File: src/rtl/tjmono_pkg.sv
// Shared definitions for the TJ-Monopix hit assembler: record layout,
// assembler states, word tags and the ToT helper.
package tjmono_pkg;

    localparam int COL_W    = 6;
    localparam int ROW_W    = 9;
    localparam int EDGE_W   = 6;
    localparam int TS_W     = 52;
    localparam int TOKCNT_W = 32;
    localparam int REC_W    = 112;
    localparam int CHUNK_W  = 28;

    // Bit position of the possible-noise flag inside a 112-bit record
    localparam int NOISE_BIT = 27;

    // Assembler states: waiting for a tag-0 word, or collecting tags 1..3
    typedef enum logic {
        WAIT_HEAD = 1'b0,
        COLLECT   = 1'b1
    } state_e;

    // Sequence tags carried in word bits [29:28]
    localparam logic [1:0] TAG_HEAD = 2'd0;
    localparam logic [1:0] TAG_1    = 2'd1;
    localparam logic [1:0] TAG_LAST = 2'd3;

    // Record layout, MSB first, so a cast from the raw 112-bit record
    // lands each field at its fixed offset (col occupies bits [5:0]).
    typedef struct packed {
        logic [TOKCNT_W-1:0] token_cnt;  // [111:80]
        logic [TS_W-1:0]     timestamp;  // [79:28]
        logic                noise;      // [27]
        logic [EDGE_W-1:0]   le;         // [26:21]
        logic [EDGE_W-1:0]   te;         // [20:15]
        logic [ROW_W-1:0]    row;        // [14:6]
        logic [COL_W-1:0]    col;        // [5:0]
    } hit_rec_t;

    // Time over threshold: trailing minus leading edge, wrapping at 64
    function automatic logic [EDGE_W-1:0] tot_calc(input logic [EDGE_W-1:0] le,
                                                   input logic [EDGE_W-1:0] te);
        return te - le;
    endfunction

endpackage

File: src/rtl/tjmono_hit_assembler_if.sv
// FIFO-side and hit-side handshake bundle of the hit assembler.
// master = the assembler, slave = the environment around it.
interface tjmono_hit_assembler_if;
    import tjmono_pkg::*;

    logic                FIFO_EMPTY;
    logic [31:0]         FIFO_DATA;
    logic                FIFO_READ;

    logic                HIT_VALID;
    logic                HIT_READY;
    logic [COL_W-1:0]    HIT_COL;
    logic [ROW_W-1:0]    HIT_ROW;
    logic [EDGE_W-1:0]   HIT_LE;
    logic [EDGE_W-1:0]   HIT_TE;
    logic [EDGE_W-1:0]   HIT_TOT;
    logic                HIT_NOISE;
    logic [TS_W-1:0]     HIT_TIMESTAMP;
    logic [TOKCNT_W-1:0] HIT_TOKEN_CNT;

    modport master (
        input  FIFO_EMPTY, FIFO_DATA, HIT_READY,
        output FIFO_READ, HIT_VALID, HIT_COL, HIT_ROW, HIT_LE, HIT_TE,
               HIT_TOT, HIT_NOISE, HIT_TIMESTAMP, HIT_TOKEN_CNT
    );

    modport slave (
        output FIFO_EMPTY, FIFO_DATA, HIT_READY,
        input  FIFO_READ, HIT_VALID, HIT_COL, HIT_ROW, HIT_LE, HIT_TE,
               HIT_TOT, HIT_NOISE, HIT_TIMESTAMP, HIT_TOKEN_CNT
    );

endinterface

File: src/rtl/tjmono_hit_assembler_sat_cnt8.sv
// 8-bit event counter that holds at 255 instead of wrapping.
module sat_cnt8 (
    input  logic       BUS_CLK,
    input  logic       BUS_RST,
    input  logic       inc,
    output logic [7:0] cnt
);

    logic [7:0] cnt_r;

    // Count each inc pulse until the counter reaches all-ones
    always_ff @(posedge BUS_CLK or posedge BUS_RST) begin
        if (BUS_RST) begin
            cnt_r <= 8'd0;
        end else if (inc && (cnt_r != 8'hFF)) begin
            cnt_r <= cnt_r + 8'd1;
        end else begin
            cnt_r <= cnt_r;
        end
    end

    assign cnt = cnt_r;

endmodule

File: src/rtl/tjmono_hit_assembler.sv
// Rebuilds 112-bit TJ-Monopix hit records from four tagged 32-bit FIFO
// words, checks identifier and tag order, and hands each hit to the
// downstream consumer over a valid/ready handshake.
module tjmono_hit_assembler
    import tjmono_pkg::*;
#(
    parameter logic [1:0] IDENTIFIER = 2'b00
) (
    input  logic                     BUS_CLK,
    input  logic                     BUS_RST,
    tjmono_hit_assembler_if.master   bus,
    input  logic                     CONF_EN,
    input  logic                     CONF_DROP_NOISE,
    output logic [7:0]               SEQ_ERR_CNT,
    output logic [7:0]               ID_ERR_CNT,
    output logic [7:0]               DROP_CNT
);

    logic [1:0]           tag_s;
    logic [CHUNK_W-1:0]   chunk_s;
    logic                 id_ok_s;
    logic                 completes_s;
    logic                 stall_s;
    logic                 pop_s;

    state_e               state_r;
    state_e               state_n_s;
    logic [1:0]           exp_idx_r;
    logic [1:0]           exp_idx_n_s;
    logic [3*CHUNK_W-1:0] asm_r;
    logic                 store_s;
    logic [1:0]           store_slot_s;
    logic                 seq_inc_s;
    logic                 id_inc_s;
    logic                 rec_done_s;
    logic [REC_W-1:0]     rec_s;
    logic                 load_s;
    logic                 drop_inc_s;

    logic                 hit_valid_r;
    hit_rec_t             hit_r;

    assign tag_s   = bus.FIFO_DATA[29:28];
    assign chunk_s = bus.FIFO_DATA[CHUNK_W-1:0];
    assign id_ok_s = (bus.FIFO_DATA[31:30] == IDENTIFIER);

    // The final word is only taken when the output register can accept it,
    // so a completed record is never lost while the consumer stalls.
    assign completes_s = (state_r == COLLECT) && (exp_idx_r == TAG_LAST) &&
                         (tag_s == TAG_LAST) && id_ok_s;
    assign stall_s     = completes_s && hit_valid_r && !bus.HIT_READY;
    assign pop_s       = CONF_EN && !bus.FIFO_EMPTY && !stall_s;

    // The tag-3 chunk comes straight from the FIFO head in its pop cycle
    assign rec_s      = {chunk_s, asm_r};
    assign load_s     = rec_done_s && !(rec_s[NOISE_BIT] && CONF_DROP_NOISE);
    assign drop_inc_s = rec_done_s && rec_s[NOISE_BIT] && CONF_DROP_NOISE;

    // Next-state, chunk-store and error-event decode for each popped word
    always_comb begin
        state_n_s    = state_r;
        exp_idx_n_s  = exp_idx_r;
        store_s      = 1'b0;
        store_slot_s = 2'd0;
        seq_inc_s    = 1'b0;
        id_inc_s     = 1'b0;
        rec_done_s   = 1'b0;
        if (!CONF_EN) begin
            state_n_s   = WAIT_HEAD;
            exp_idx_n_s = TAG_1;
        end else if (pop_s) begin
            if (!id_ok_s) begin
                id_inc_s    = 1'b1;
                state_n_s   = WAIT_HEAD;
                exp_idx_n_s = TAG_1;
            end else begin
                case (state_r)
                    WAIT_HEAD: begin
                        if (tag_s == TAG_HEAD) begin
                            store_s     = 1'b1;
                            exp_idx_n_s = TAG_1;
                            state_n_s   = COLLECT;
                        end else begin
                            seq_inc_s = 1'b1;
                        end
                    end
                    COLLECT: begin
                        if (tag_s == exp_idx_r) begin
                            if (tag_s == TAG_LAST) begin
                                rec_done_s  = 1'b1;
                                state_n_s   = WAIT_HEAD;
                                exp_idx_n_s = TAG_1;
                            end else begin
                                store_s      = 1'b1;
                                store_slot_s = tag_s;
                                exp_idx_n_s  = exp_idx_r + 2'd1;
                            end
                        end else begin
                            seq_inc_s = 1'b1;
                            if (tag_s == TAG_HEAD) begin
                                store_s     = 1'b1;
                                exp_idx_n_s = TAG_1;
                            end else begin
                                state_n_s   = WAIT_HEAD;
                                exp_idx_n_s = TAG_1;
                            end
                        end
                    end
                    default: begin
                        state_n_s   = WAIT_HEAD;
                        exp_idx_n_s = TAG_1;
                    end
                endcase
            end
        end else begin
            state_n_s = state_r;
        end
    end

    // Assembler state and expected-tag register
    always_ff @(posedge BUS_CLK or posedge BUS_RST) begin
        if (BUS_RST) begin
            state_r   <= WAIT_HEAD;
            exp_idx_r <= TAG_1;
        end else begin
            state_r   <= state_n_s;
            exp_idx_r <= exp_idx_n_s;
        end
    end

    // Holds chunks 0..2 of the record being assembled
    always_ff @(posedge BUS_CLK or posedge BUS_RST) begin
        if (BUS_RST) begin
            asm_r <= {(3*CHUNK_W){1'b0}};
        end else if (store_s) begin
            case (store_slot_s)
                2'd0:    asm_r[CHUNK_W-1:0]           <= chunk_s;
                2'd1:    asm_r[2*CHUNK_W-1:CHUNK_W]   <= chunk_s;
                2'd2:    asm_r[3*CHUNK_W-1:2*CHUNK_W] <= chunk_s;
                default: asm_r                        <= asm_r;
            endcase
        end else begin
            asm_r <= asm_r;
        end
    end

    // Output register: load on completion, clear on handshake, else hold
    always_ff @(posedge BUS_CLK or posedge BUS_RST) begin
        if (BUS_RST) begin
            hit_valid_r <= 1'b0;
            hit_r       <= hit_rec_t'({REC_W{1'b0}});
        end else if (load_s) begin
            hit_valid_r <= 1'b1;
            hit_r       <= hit_rec_t'(rec_s);
        end else if (hit_valid_r && bus.HIT_READY) begin
            hit_valid_r <= 1'b0;
            hit_r       <= hit_rec_t'({REC_W{1'b0}});
        end else begin
            hit_valid_r <= hit_valid_r;
            hit_r       <= hit_r;
        end
    end

    assign bus.FIFO_READ     = pop_s;
    assign bus.HIT_VALID     = hit_valid_r;
    assign bus.HIT_COL       = hit_r.col;
    assign bus.HIT_ROW       = hit_r.row;
    assign bus.HIT_LE        = hit_r.le;
    assign bus.HIT_TE        = hit_r.te;
    assign bus.HIT_TOT       = tot_calc(hit_r.le, hit_r.te);
    assign bus.HIT_NOISE     = hit_r.noise;
    assign bus.HIT_TIMESTAMP = hit_r.timestamp;
    assign bus.HIT_TOKEN_CNT = hit_r.token_cnt;

    sat_cnt8 u_seq_cnt  (.BUS_CLK(BUS_CLK), .BUS_RST(BUS_RST), .inc(seq_inc_s),  .cnt(SEQ_ERR_CNT));
    sat_cnt8 u_id_cnt   (.BUS_CLK(BUS_CLK), .BUS_RST(BUS_RST), .inc(id_inc_s),   .cnt(ID_ERR_CNT));
    sat_cnt8 u_drop_cnt (.BUS_CLK(BUS_CLK), .BUS_RST(BUS_RST), .inc(drop_inc_s), .cnt(DROP_CNT));

endmodule

File: src/flat_wrapper.sv
// flat-port wrapper written by rule: the top's interface ports become plain ports
module tjmono_hit_assembler_flat import tjmono_pkg::*;
#(
    parameter logic [1:0] IDENTIFIER = 2'b00
)
  (BUS_CLK, BUS_RST, CONF_EN, CONF_DROP_NOISE, SEQ_ERR_CNT, ID_ERR_CNT, DROP_CNT, bus_FIFO_EMPTY, bus_FIFO_DATA, bus_HIT_READY, bus_FIFO_READ, bus_HIT_VALID, bus_HIT_COL, bus_HIT_ROW, bus_HIT_LE, bus_HIT_TE, bus_HIT_TOT, bus_HIT_NOISE, bus_HIT_TIMESTAMP, bus_HIT_TOKEN_CNT);
  tjmono_hit_assembler_if bus_i ();
  input  logic BUS_CLK;
  input  logic BUS_RST;
  input  logic CONF_EN;
  input  logic CONF_DROP_NOISE;
  output logic [7:0] SEQ_ERR_CNT;
  output logic [7:0] ID_ERR_CNT;
  output logic [7:0] DROP_CNT;
  input wire logic [$bits(bus_i.FIFO_EMPTY)-1:0] bus_FIFO_EMPTY;
  input wire logic [$bits(bus_i.FIFO_DATA)-1:0] bus_FIFO_DATA;
  input wire logic [$bits(bus_i.HIT_READY)-1:0] bus_HIT_READY;
  output wire logic [$bits(bus_i.FIFO_READ)-1:0] bus_FIFO_READ;
  output wire logic [$bits(bus_i.HIT_VALID)-1:0] bus_HIT_VALID;
  output wire logic [$bits(bus_i.HIT_COL)-1:0] bus_HIT_COL;
  output wire logic [$bits(bus_i.HIT_ROW)-1:0] bus_HIT_ROW;
  output wire logic [$bits(bus_i.HIT_LE)-1:0] bus_HIT_LE;
  output wire logic [$bits(bus_i.HIT_TE)-1:0] bus_HIT_TE;
  output wire logic [$bits(bus_i.HIT_TOT)-1:0] bus_HIT_TOT;
  output wire logic [$bits(bus_i.HIT_NOISE)-1:0] bus_HIT_NOISE;
  output wire logic [$bits(bus_i.HIT_TIMESTAMP)-1:0] bus_HIT_TIMESTAMP;
  output wire logic [$bits(bus_i.HIT_TOKEN_CNT)-1:0] bus_HIT_TOKEN_CNT;
  assign bus_i.FIFO_EMPTY = bus_FIFO_EMPTY;
  assign bus_i.FIFO_DATA = bus_FIFO_DATA;
  assign bus_i.HIT_READY = bus_HIT_READY;
  assign bus_FIFO_READ = bus_i.FIFO_READ;
  assign bus_HIT_VALID = bus_i.HIT_VALID;
  assign bus_HIT_COL = bus_i.HIT_COL;
  assign bus_HIT_ROW = bus_i.HIT_ROW;
  assign bus_HIT_LE = bus_i.HIT_LE;
  assign bus_HIT_TE = bus_i.HIT_TE;
  assign bus_HIT_TOT = bus_i.HIT_TOT;
  assign bus_HIT_NOISE = bus_i.HIT_NOISE;
  assign bus_HIT_TIMESTAMP = bus_i.HIT_TIMESTAMP;
  assign bus_HIT_TOKEN_CNT = bus_i.HIT_TOKEN_CNT;
  tjmono_hit_assembler #(.IDENTIFIER(IDENTIFIER)) u_core (.BUS_CLK(BUS_CLK), .BUS_RST(BUS_RST), .bus(bus_i), .CONF_EN(CONF_EN), .CONF_DROP_NOISE(CONF_DROP_NOISE), .SEQ_ERR_CNT(SEQ_ERR_CNT), .ID_ERR_CNT(ID_ERR_CNT), .DROP_CNT(DROP_CNT));
endmodule
File: config.mk
export PLATFORM = sky130hd
export DESIGN_NAME = tjmono_hit_assembler_flat
export DESIGN_NICKNAME = d
export VERILOG_FILES = /design/src/rtl/tjmono_pkg.sv /design/src/rtl/tjmono_hit_assembler_if.sv /design/src/rtl/tjmono_hit_assembler_sat_cnt8.sv /design/src/rtl/tjmono_hit_assembler.sv /design/src/flat_wrapper.sv
export SDC_FILE = /design/constraint.sdc
export NUM_CORES = 1
export LEC_CHECK = 0
export ABC_AREA = 1
export CORE_ASPECT_RATIO = 1.1
export CORE_MARGIN = 2
export CORE_UTILIZATION = 52
export DETAILED_ROUTE_END_ITERATION = 6
export PLACE_DENSITY = 0.85
export SETUP_SLACK_MARGIN = 0.2
export SKIP_LAST_GASP = 1
export SLEW_MARGIN = 30
export SYNTH_ARGS = -nofsm -noshare
export SYNTH_HDL_FRONTEND = slang
export SYNTH_SLANG_ARGS = --single-unit
File: constraint.sdc
create_clock -name BUS_CLK -period 7.7 [get_ports BUS_CLK]
set_input_delay 0.77 -clock BUS_CLK [delete_from_list [all_inputs] [get_ports BUS_CLK]]
set_output_delay 0.77 -clock BUS_CLK [all_outputs]
set_load 0.03 [all_outputs]
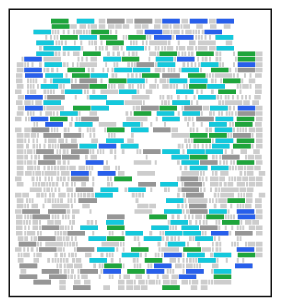
**Above:** sequential cells colored by netlist name.
Drawn at 2 px/um. Other sequential cells in the stronger gray, the rest of the logic in the fainter gray.
cyan -> `u_core.asm_r`  # placed flops 84
green -> `u_core.bus.HIT_TIMESTAMP`  # placed flops 52, where spread over the die
blue -> `u_core.bus.HIT_TOKEN_CNT`  # placed flops 32, where spread over the die
not colored = 56
register fraction of the total cell area: 47.7%
Reg area: 5610 um2

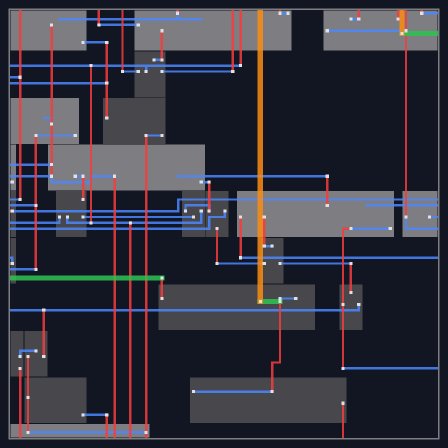
**Above:** layout detail.
Window x 53 to 78, y 59 to 84 um. Cells in gray, sequential cells in the stronger gray; small squares are vias.
blue -> M1
green -> M3
red -> M2
orange -> M4
cells with their middle in the window = 16
netlist names of flops here include = `u_core.asm_r` (2)
most frequent = nand2_1 (6), dfrtp_1 (4)
sequential cells in the window = 4

==> qor.json <==
{
  "run_status": {"value": "finished clean"},
  "max-slew-margin-rel": {"value": 42.8, "unit": "%"},
  "finalMaxSlewViolations": {"value": 0},
  "postSynthCellCount": {"value": 1027},
  "dr.first_iter.drc_count": {"value": 458},
  "grt_setup_unrepaired": {"value": "false"},
  "layout.filler_cells": {"value": 1314},
  "ys_seq_elements": {"value": 224},
  "worst_slack": {"value": 4.22, "unit": "ns"},
  "ctsRootBufferMaster": {"value": "clkbuf_16"},
  "synthesis.yosys.warnings": {"value": 0},
  "postCtsSetupBuffers": {"value": 0},
  "number_of_max_cap_violations": {"value": 0},
  "placement.io_buffers": {"value": 181},
  "postSynthAreaPerCell": {"value": 8.88, "unit": "um2"},
  "first_pass_iters": {"value": 5},
  "worst_hold_slack": {"value": 0.467, "unit": "ns"},
  "cts_hold_buffers": {"value": 0},
  "tritoncts_num_sinks": {"value": 224},
  "pre_cts_slack": {"value": 4.04, "unit": "ns"},
  "placement_cell_area": {"value": 11100, "unit": "um2"},
  "clock_tree.htree_level_count": {"value": 1},
  "cts_tree": {"value": "done"},
  "synth.yosys.num_cells": {"value": 1027},
  "die_area": {"value": 18600, "unit": "um2"},
  "worst-endpoint-arrival": {"value": 2.71, "unit": "ns"},
  "ys_seq_share": {"value": 61.5, "unit": "%"},
  "place.detailed.hpwl": {"value": 14.1, "unit": "mm"},
  "finish.net_count": {"value": 1244},
  "postRouteAntennaNets": {"value": 0},
  "switching_power": {"value": 0.000603, "unit": "W"},
  "power.internal": {"value": 0.00190, "unit": "W"},
  "worst_hold_path_type": {"value": "flip-flop to flip-flop"},
  "post_synth_mux_area_share": {"value": 0, "unit": "%"},
  "synth.comb.largest_family": {"value": "simple AND/OR/NAND/NOR gates"},
  "clock.latency.late_pin": {"value": 0.50, "unit": "ns"},
  "ys_sh_simple": {"value": 23.4, "unit": "%"},
  "ys_sh_xor": {"value": 1.92, "unit": "%"},
  "power.share.combinational": {"value": 9.1, "unit": "%"},
  "grt_overflow_total": {"value": 0},
  "grt_max_degree": {"value": 113},
  "setup_tns": {"value": 0, "unit": "ns"},
  "grt_antenna_before_repair": {"value": 0},
  "routabilityCongestion": {"value": 0.876},
  "final_std_cell_area_no_fill": {"value": 11800, "unit": "um2"},
  "timing.final.setup_violations": {"value": 0},
  "max_vdd_drop": {"value": 0.000208, "unit": "V"},
  "die_w": {"value": 130, "unit": "um"},
  "clk_pin_slew_worst_paths": {"value": 0.06, "unit": "ns"},
  "crit_path_start_kind": {"value": "input port"},
  "warning_count": {"value": 28},
  "grt_use_met3": {"value": 4.50, "unit": "%"},
  "drc_viols": {"value": 0},
  "cts_inserted_buffers": {"value": 22},
  "timing_worst_slew_pin_value": {"value": 0.859, "unit": "ns"},
  "floorplan.initialDensity": {"value": 53.4, "unit": "%"},
  "final_total_pwr": {"value": 0.00250, "unit": "W"},
  "maxClockFrequency": {"value": 288, "unit": "MHz"},
  "drt-vias-per-instance": {"value": 5.05},
  "crit_type": {"value": "input port to output port"},
  "grt_pass1_wl": {"value": 34.9, "unit": "mm"},
  "compound_area_share": {"value": 6.08, "unit": "%"},
  "final_min_period_over_clock_period": {"value": 45.2, "unit": "%"},
  "clock_tree.buffer_depth": {"value": 3},
  "insertedDiodeCount": {"value": 0},
  "row_count": {"value": 50},
  "power.sequential.fraction": {"value": 50.8, "unit": "%"},
  "core": {"value": 17100, "unit": "um2"},
  "grt_util_all_layers": {"value": 23.3, "unit": "%"},
  "worst_path_max_fanout": {"value": 7},
  "clock_skew": {"value": 0.00919, "unit": "ns"},
  "total_leakage_power": {"value": 6.05, "unit": "nW"},
  "numPlacedInstances": {"value": 1406},
  "synth_nets": {"value": 1075},
  "post_route_cells_drive_above_1_share": {"value": 3.81, "unit": "%"},
  "cellPowerDensity": {"value": 213, "unit": "nW/um2"},
  "post_cts_resize_count": {"value": 0},
  "end_kind": {"value": "output port"},
  "vias": {"value": 7282},
  "final.min_clock_period": {"value": 3.48, "unit": "ns"},
  "synth_chip_area": {"value": 9120, "unit": "um2"},
  "critical_path_required": {"value": 6.93, "unit": "ns"},
  "switching_share": {"value": 24.1, "unit": "%"},
  "area_growth_syn_to_layout": {"value": 28.9, "unit": "%"}
}
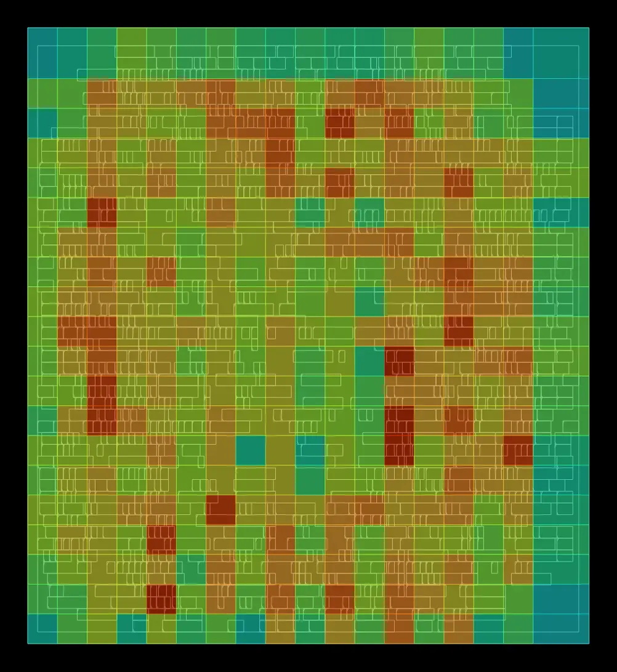
**Above:** routing congestion.
post-route core utilization: 68.8%
met2 track demand over resource: 38.3%
wire per inst: 14.9 um
met1 routing resource usage after global routing: 32.6%

[cells in the mapped netlist, drive strengths merged]
library cell / n / area [um2]
a21o: 1 / 7.51
a21oi: 6 / 33.8
buf: 30 / 189
clkbuf: 11 / 46.3
dfrtp: 223 / 5580
dfstp: 1 / 26.3
fa: 1 / 20.0
ha: 9 / 113
inv: 75 / 282
nand2: 492 / 1860
nand3: 15 / 75.1
nand3b: 1 / 7.51
nand4: 10 / 62.6
nor2: 22 / 92.6
nor3: 8 / 40.0
o21a: 1 / 7.51
o21ai: 101 / 505
xnor2: 9 / 78.8
xor2: 11 / 96.3
[per-layer routing]
| metal | vias to the layer above | wire, um |
|---|---|---|
| li1 | 3503 | - |
| met4 | 0 | 299 |
| met1 | 3525 | 9270 |
| met5 | - | 0 |
| met2 | 229 | 10300 |
| met3 | 25 | 1510 |
[critical path: stages]
cell	delay, ns
clkdlybuf4s50_1	0.52
nand2_1	0.17
inv_2	0.05
nand2_1	0.05
nor2_1	0.05
nor2_2	0.34
clkdlybuf4s50_1	0.76
[area by class of cell]
class	instances	area [um2]	share of cell area [%]
Inverter	75	292	2.48
Tap cell	234	293	2.49
Clock buffer	30	601	5.11
Timing Repair Buffer	186	1880	16.0
Clock inverter	5	61.3	0.522
Sequential cell	224	5610	47.7
Multi-Input combinational cell	687	3020	25.7
[placed cells by master, fill, tap and decap left out, drive strengths merged]
master         Yosys  layout
o21ai            101     101
dfrtp            223     223
a21o               1       1
clkbuf            11      30
nand4             10      10
ha                 9       9
bufinv             0       1
dfstp              1       1
nand3             15      15
xnor2              9       9
clkinv             0       6
o21a               1       1
inv               75      73
clkdlybuf4s50      0     181
nand3b             1       1
nor2              22      22
nand2            492     492
a21oi              6       6
xor2              11      11
buf               30       5
fa                 1       1
nor3               8       8
[flip-flops by register name (all words and copies together) (netlist names)]
name	flops
u_core.u_seq_cnt.cnt	8
u_core.u_id_cnt.cnt	8
u_core.exp_idx_r	2
u_core.bus.HIT_TIMESTAMP	52
u_core.bus.HIT_NOISE	1
u_core.bus.HIT_TE	6
u_core.bus.HIT_VALID	1
u_core.bus.HIT_ROW	9
u_core.u_drop_cnt.cnt	8
u_core.asm_r	84
u_core.bus.HIT_LE	6
u_core.bus.HIT_COL	6
u_core.bus.HIT_TOKEN_CNT	32
u_core.state_r	1
[final timing paths]
path                                startpoint                          end  slack, ns  cells past startpoint
setup / recovery             bus_FIFO_DATA[29]                bus_FIFO_READ       4.22                      7
hold / removal                u_core.asm_r[30]  u_core.bus.HIT_TIMESTAMP[2]       0.47                      2
setup reg to reg           u_core.exp_idx_r[0]        u_core.bus.HIT_ROW[0]       4.83                     10
hold reg to reg               u_core.asm_r[30]  u_core.bus.HIT_TIMESTAMP[2]       0.47                      2
max in group asynchronous              BUS_RST             u_core.asm_r[71]       5.46                      4
min in group asynchronous              BUS_RST         u_core.bus.HIT_TE[4]       0.80                      2
[power groups by stage]
stage	Sequential [W]	Combinational [W]	Clock, W
final	0.00127	0.000228	0.00100
after global routing	0.00128	0.000253	0.00107
after CTS	0.00127	0.000231	0.00102
after detailed placement	0.00129	0.000229	0
after global placement	0.00129	0.000221	0
after floorplan	0.00132	0.0000925	0
